[config.mk]
export PLATFORM = sky130hd
export DESIGN_NAME = id_ex_stage
export DESIGN_NICKNAME = d
export VERILOG_FILES = /design/src/rtl/id_ex_stage.sv
export SDC_FILE = /design/constraint.sdc
export NUM_CORES = 1
export LEC_CHECK = 0
export CAP_MARGIN = 20
export CORE_AREA = 2 2 243 221
export CTS_CLUSTER_SIZE = 20
export DETAILED_ROUTE_END_ITERATION = 10
export DIE_AREA = 0 0 245 223
export PLACE_DENSITY = 0.59
export SLEW_MARGIN = 20
export SYNTH_ARGS = -nofsm -noshare
export SYNTH_HDL_FRONTEND = slang
export SYNTH_SLANG_ARGS = --single-unit
[constraint.sdc]
create_clock -name clk -period 3.35 [get_ports clk]
set_clock_uncertainty 0.2 [all_clocks]
set_input_delay 0.67 -clock clk [delete_from_list [all_inputs] [get_ports clk]]
set_output_delay 0.67 -clock clk [all_outputs]
set_load 0.005 [all_outputs]
[src/rtl/id_ex_stage.sv]
// ID/EX pipeline register: ALU select, EX/MEM and MEM/WB forwarding, load-use bubble.
// Optional WB_BYPASS_EN: capture MEM/WB result when decode reads a register being written back.
module id_ex_stage #(
    parameter int Bits     = 64,
    parameter int REG_ADDR = 5
) (
    input  logic                clk,
    input  logic                rst_n,
    input  logic                id_valid,
    output logic                id_ready,
    input  logic [Bits-1:0]     id_rs1_data,
    input  logic [Bits-1:0]     id_rs2_data,
    input  logic [Bits-1:0]     id_imm,
    input  logic [REG_ADDR-1:0] id_rs1,
    input  logic [REG_ADDR-1:0] id_rs2,
    input  logic [REG_ADDR-1:0] id_rd,
    input  logic [1:0]          id_alu_op,
    input  logic [2:0]          id_funct3,
    input  logic                id_funct7_b5,
    input  logic                id_alu_src,
    input  logic                id_mem_read,
    input  logic                id_mem_write,
    input  logic                id_reg_write,
    input  logic                id_branch,
    input  logic                flush,
    input  logic                ex_stall,
    input  logic                exm_reg_write,
    input  logic [REG_ADDR-1:0] exm_rd,
    input  logic [Bits-1:0]     exm_result,
    input  logic                mwb_reg_write,
    input  logic [REG_ADDR-1:0] mwb_rd,
    input  logic [Bits-1:0]     mwb_result,
    output logic                ex_valid,
    output logic [Bits-1:0]     ex_A,
    output logic [Bits-1:0]     ex_B,
    output logic [1:0]          ex_sel,
    output logic [Bits-1:0]     ex_store_data,
    output logic [REG_ADDR-1:0] ex_rd,
    output logic                ex_mem_read,
    output logic                ex_mem_write,
    output logic                ex_reg_write,
    output logic                ex_branch
);

    logic                valid_q;
    logic [REG_ADDR-1:0] rs1_q, rs2_q, rd_q;
    logic [Bits-1:0]     rs1_data_q, rs2_data_q, imm_q;
    logic [1:0]          sel_q;
    logic                alu_src_q;
    logic                mem_read_q, mem_write_q, reg_write_q, branch_q;

    logic [Bits-1:0]     rs1_data_d, rs2_data_d;
    logic [1:0]          sel_d;
    logic                load_use;
    logic [Bits-1:0]     fwd1, fwd2;

    // Loaded value needed by the next instruction is not ready yet
    assign load_use = valid_q & mem_read_q & (rd_q != '0) & id_valid &
                      ((id_rs1 == rd_q) | (id_rs2 == rd_q));
    assign id_ready = ~ex_stall & ~load_use;

    // ALU select and capture data for the instruction now in decode
    always_comb begin
        sel_d = 2'b00;
        unique case (1'b1)
            id_alu_op == 2'b01:
                sel_d = 2'b01;
            id_alu_op == 2'b10 && id_funct3 == 3'b000:
                sel_d = {1'b0, ~id_alu_src & id_funct7_b5};
            id_alu_op == 2'b10 && id_funct3 == 3'b111:
                sel_d = 2'b10;
            id_alu_op == 2'b10 && id_funct3 == 3'b110:
                sel_d = 2'b11;
            default:
                sel_d = 2'b00;
        endcase
        rs1_data_d = id_rs1_data;
        rs2_data_d = id_rs2_data;
`ifdef WB_BYPASS_EN
        if (mwb_reg_write && mwb_rd != '0 && mwb_rd == id_rs1)
            rs1_data_d = mwb_result;
        if (mwb_reg_write && mwb_rd != '0 && mwb_rd == id_rs2)
            rs2_data_d = mwb_result;
`endif
    end

    // Pipeline register: flush > stall > bubble > capture > idle
    always_ff @(posedge clk or negedge rst_n) begin
        if (!rst_n) begin
            valid_q     <= 1'b0;
            rs1_q       <= '0;
            rs2_q       <= '0;
            rd_q        <= '0;
            rs1_data_q  <= '0;
            rs2_data_q  <= '0;
            imm_q       <= '0;
            sel_q       <= 2'b00;
            alu_src_q   <= 1'b0;
            mem_read_q  <= 1'b0;
            mem_write_q <= 1'b0;
            reg_write_q <= 1'b0;
            branch_q    <= 1'b0;
        end else if (!flush && ex_stall) begin
            valid_q <= valid_q;
        end else if (!flush && !load_use && id_valid) begin
            valid_q     <= 1'b1;
            rs1_q       <= id_rs1;
            rs2_q       <= id_rs2;
            rd_q        <= id_rd;
            rs1_data_q  <= rs1_data_d;
            rs2_data_q  <= rs2_data_d;
            imm_q       <= id_imm;
            sel_q       <= sel_d;
            alu_src_q   <= id_alu_src;
            mem_read_q  <= id_mem_read;
            mem_write_q <= id_mem_write;
            reg_write_q <= id_reg_write;
            branch_q    <= id_branch;
        end else begin
            valid_q     <= 1'b0;
            mem_read_q  <= 1'b0;
            mem_write_q <= 1'b0;
            reg_write_q <= 1'b0;
            branch_q    <= 1'b0;
        end
    end

    // Operand forwarding; EX/MEM is younger so it wins, x0 never forwards
    always_comb begin
        fwd1 = rs1_data_q;
        if (exm_reg_write && exm_rd != '0 && exm_rd == rs1_q)
            fwd1 = exm_result;
        else if (mwb_reg_write && mwb_rd != '0 && mwb_rd == rs1_q)
            fwd1 = mwb_result;
        fwd2 = rs2_data_q;
        if (exm_reg_write && exm_rd != '0 && exm_rd == rs2_q)
            fwd2 = exm_result;
        else if (mwb_reg_write && mwb_rd != '0 && mwb_rd == rs2_q)
            fwd2 = mwb_result;
    end

    assign ex_valid      = valid_q;
    assign ex_A          = fwd1;
    assign ex_B          = alu_src_q ? imm_q : fwd2;
    assign ex_store_data = fwd2;
    assign ex_sel        = sel_q;
    assign ex_rd         = rd_q;
    assign ex_mem_read   = mem_read_q;
    assign ex_mem_write  = mem_write_q;
    assign ex_reg_write  = reg_write_q;
    assign ex_branch     = branch_q;

endmodule
Placed cells, one color a class:
Drawn at 1.5 px/micron. Fill, decap, tap and diode cells in gray.
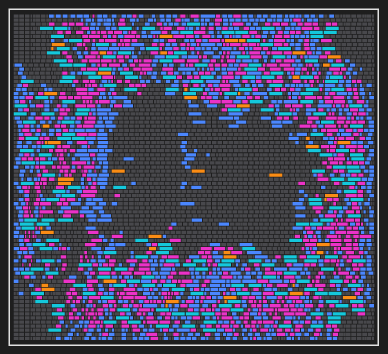
- cyan: registers (cells 215)
- blue: remaining buffers and delay cells (cells 1058)
- orange: clock drivers and dummy loads (cells 48)
- magenta: remaining logic cells (cells 864)
Std-Cell Core Area: 0.05235 sq mm
core occupancy in the finished layout: 55.05%
post-route design area: 0.02882 sq mm
standard-cell rows: 80

Pin placement:
Drawn at 1 px/micron. Pins as bars across the die edge, other pins in gray.
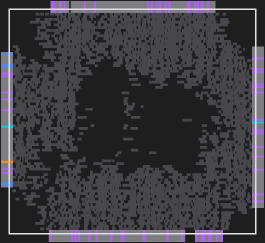
- cyan: ex_sel (pins 2; direction output; edge 1 west, 1 east)
- orange: ex_branch (pins 1; direction output; edge west)
- purple: ex_B (pins 64; direction output; edge 22 south, 21 north, 14 east, 7 west)
- blue: ex_rd (pins 5; direction output; edge west)
- all pins by edge: 176 south, 175 north, 118 east, 99 west
count of port buffers added during placement: 567
horizontal extent of the die: 245 microns
die boundary height: 223 microns

==> impl_summary.log <==
[report] extracting results
[metrics] Seq/total area: between 10% and 20%
[metrics] non-clk buf share: 39.86%
[metrics] Cell Count Post-Placement: around 2500
[metrics] beginning of the worst register-to-register path: ex_rd[2]$_DFFE_PN0P_
[metrics] WHS Path Cells: 2
[metrics] comb_multi_in: roughly 860
[metrics] CTS H-Tree Depth: 1
[metrics] synthesized area per cell: roughly 11 sq um
[metrics] starting density of the core: about 25%
[metrics] setup fix buffers added after clock tree synthesis: between 100 and 150
[metrics] Internal: 8.988 mW
[metrics] logic depth of the worst setup path including buffers: 12
[metrics] Synth Area in Simple Gates: approximately an eighth
[metrics] Pwr Density: between 400 and 500 mW/mm^2
[metrics] Clk pin slew, worst setup/hold paths: ~0.060 ns
[metrics] signed area change from the synthesized netlist to the final layout: 123.8%
[metrics] clock tree root buffer cell: sky130_fd_sc_hd__clkbuf_16
[metrics] Slew Viols, Final: 0
[metrics] total setup violations reported at the end of the flow: approximately 190
[metrics] CTS tree: yes
[metrics] async set-reset flop share out of synthesis: 100.0%
[metrics] transition time of the tightest slew-check pin: approximately 0.59 ns
[metrics] largest net degree at the start of global routing: around 73
[metrics] Via Count: between 15000 and 20000
[metrics] timing-limited maximum frequency: approximately 260 MHz
[metrics] initial antenna violation count: 7
[metrics] max capacitance violation total: 0
[metrics] Overflow after GRT: 0
[metrics] boundary pin count: around 570
[metrics] total global routing track utilization: about 25%
[metrics] detailed-route wire length per cell: around 27 microns
[metrics] routed wire length on met2: ~37 mm
[metrics] non-clock inverter count in the final layout: 4
[metrics] OpenROAD warnings: 28
[metrics] antenna diode count: 6
[metrics] total of fill cells in the finished design: approximately 4200
[metrics] count of flip-flops with a built-in enable after synthesis: 0
[metrics] setup ws final: -0.5179 ns
[metrics] Hold Violations, Final: 0
[metrics] fraction of the mapped netlist area in compound gates: under 10%
[metrics] most frequent cells in the layout: sky130_fd_sc_hd__clkdlybuf4s50_1 (364), sky130_fd_sc_hd__buf_6 (237), sky130_fd_sc_hd__dfrtp_1 (209), sky130_fd_sc_hd__buf_4 (172), sky130_fd_sc_hd__mux2_1 (146)
[metrics] most frequent logic cell in the layout: sky130_fd_sc_hd__clkdlybuf4s50_1
[metrics] switching part of the total power: about a third
[metrics] worst path required time: 2.48 ns
[metrics] Bufs and invs on worst path: 7
[metrics] XOR Share, Synth: between 2 and 2.5%
[metrics] power in sequential cells: approximately 3.5 mW
[metrics] total die size: between 0.05 and 0.06 sq mm
[metrics] global routing met3 resource utilization: between 5 and 6%
[metrics] cell type contributing the most total cell area after synthesis: sky130_fd_sc_hd__dfrtp_1
[metrics] top cell types by occurrence after synthesis: sky130_fd_sc_hd__dfrtp_1 (215), sky130_fd_sc_hd__mux2_1 (149), sky130_fd_sc_hd__mux2_2 (126)
[metrics] number of global-route vias before repair: 15070
[metrics] Longest Clk Path Bufs: 3
[metrics] first-pass GRT wire length: a little over 100 mm
[metrics] result of the run: complete, but fails checks
[metrics] count of plain and timing-repair buffers in the layout: 1058
[metrics] failing checks: setup timing
[metrics] half-perimeter wire length after placement: between 40 and 50 mm
[metrics] worst relative slew slack: between 60% and 70%
[metrics] total routed wire length on the met1 layer: 32.46 mm
[metrics] tally of unique sky130hd cells used after synthesis: 35
[metrics] synthesized netlist net count: 1566
[metrics] Top Family by Delay on Critical Path: buffers and inverters
[metrics] signal arrival time at the worst endpoint: 3.00 ns
[metrics] Logic area: between 0.01 and 0.015 sq mm
[metrics] post-synthesis cell count from yosys: ~1200
[metrics] number of instances in the synthesized netlist: 1203
[metrics] cell with the biggest individual delay on the critical path: sky130_fd_sc_hd__or4_4
[metrics] post-synthesis register bit count: ~220
[metrics] met1 GRT Util: between 30 and 40%
[metrics] setup repair after global routing missed its margin: yes
[metrics] most popular library cell in the synthesized design by count: sky130_fd_sc_hd__dfrtp_1
[metrics] number of sequential cells: about 220
[metrics] Largest type area fraction: about two fifths
[metrics] Sink Count: roughly 220
[metrics] nature of the critical path startpoint: input pin
[metrics] reg-to-reg slack, setup: about 0.66 ns
[metrics] DR WL met3: roughly 6.3 mm
[metrics] total cell area reported by yosys after synthesis: ~0.013 sq mm
[metrics] setup slack after placement: -1.054 ns
[metrics] Critical Path Source: exm_rd[2]
[metrics] top flop regs: imm_q (64), rs1_data_q (64), rs2_data_q (64)
[metrics] total clock buffers created by CTS: 27
[metrics] leak pwr: 11.90 nW
Met2 routing:
Drawn at 1.5 px/micron. Cells faint in the background.
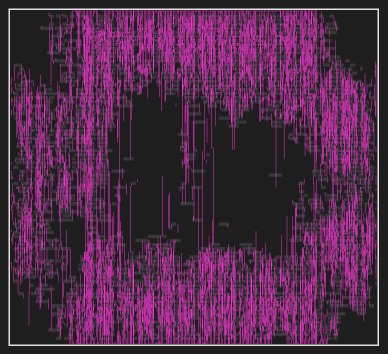
- wire length on this layer: 36.6 mm
- nets with wire on the layer: 2380
- main direction: vertical
met2 Resource Use GR: 40.52%
Post-Route WL: 78.46 mm

Clock wires, drivers and flops:
Drawn at 2 px/micron.
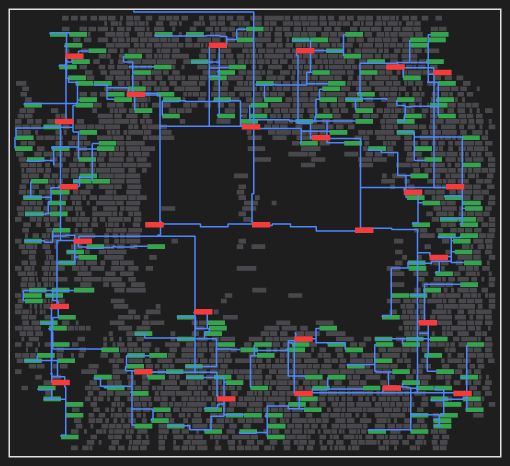
- red: clock-net drivers (count 27)
- blue: clock wires (length 3830 microns)
- green: flip-flops (count 215)
- routed clock nets: 28
- flops lie: all over the die
clock group power: 3.02 mW
Clk pwr share: 22.1%
Insertion Delay late pin: 0.55 ns

Power and IR drop assume default switching activity.
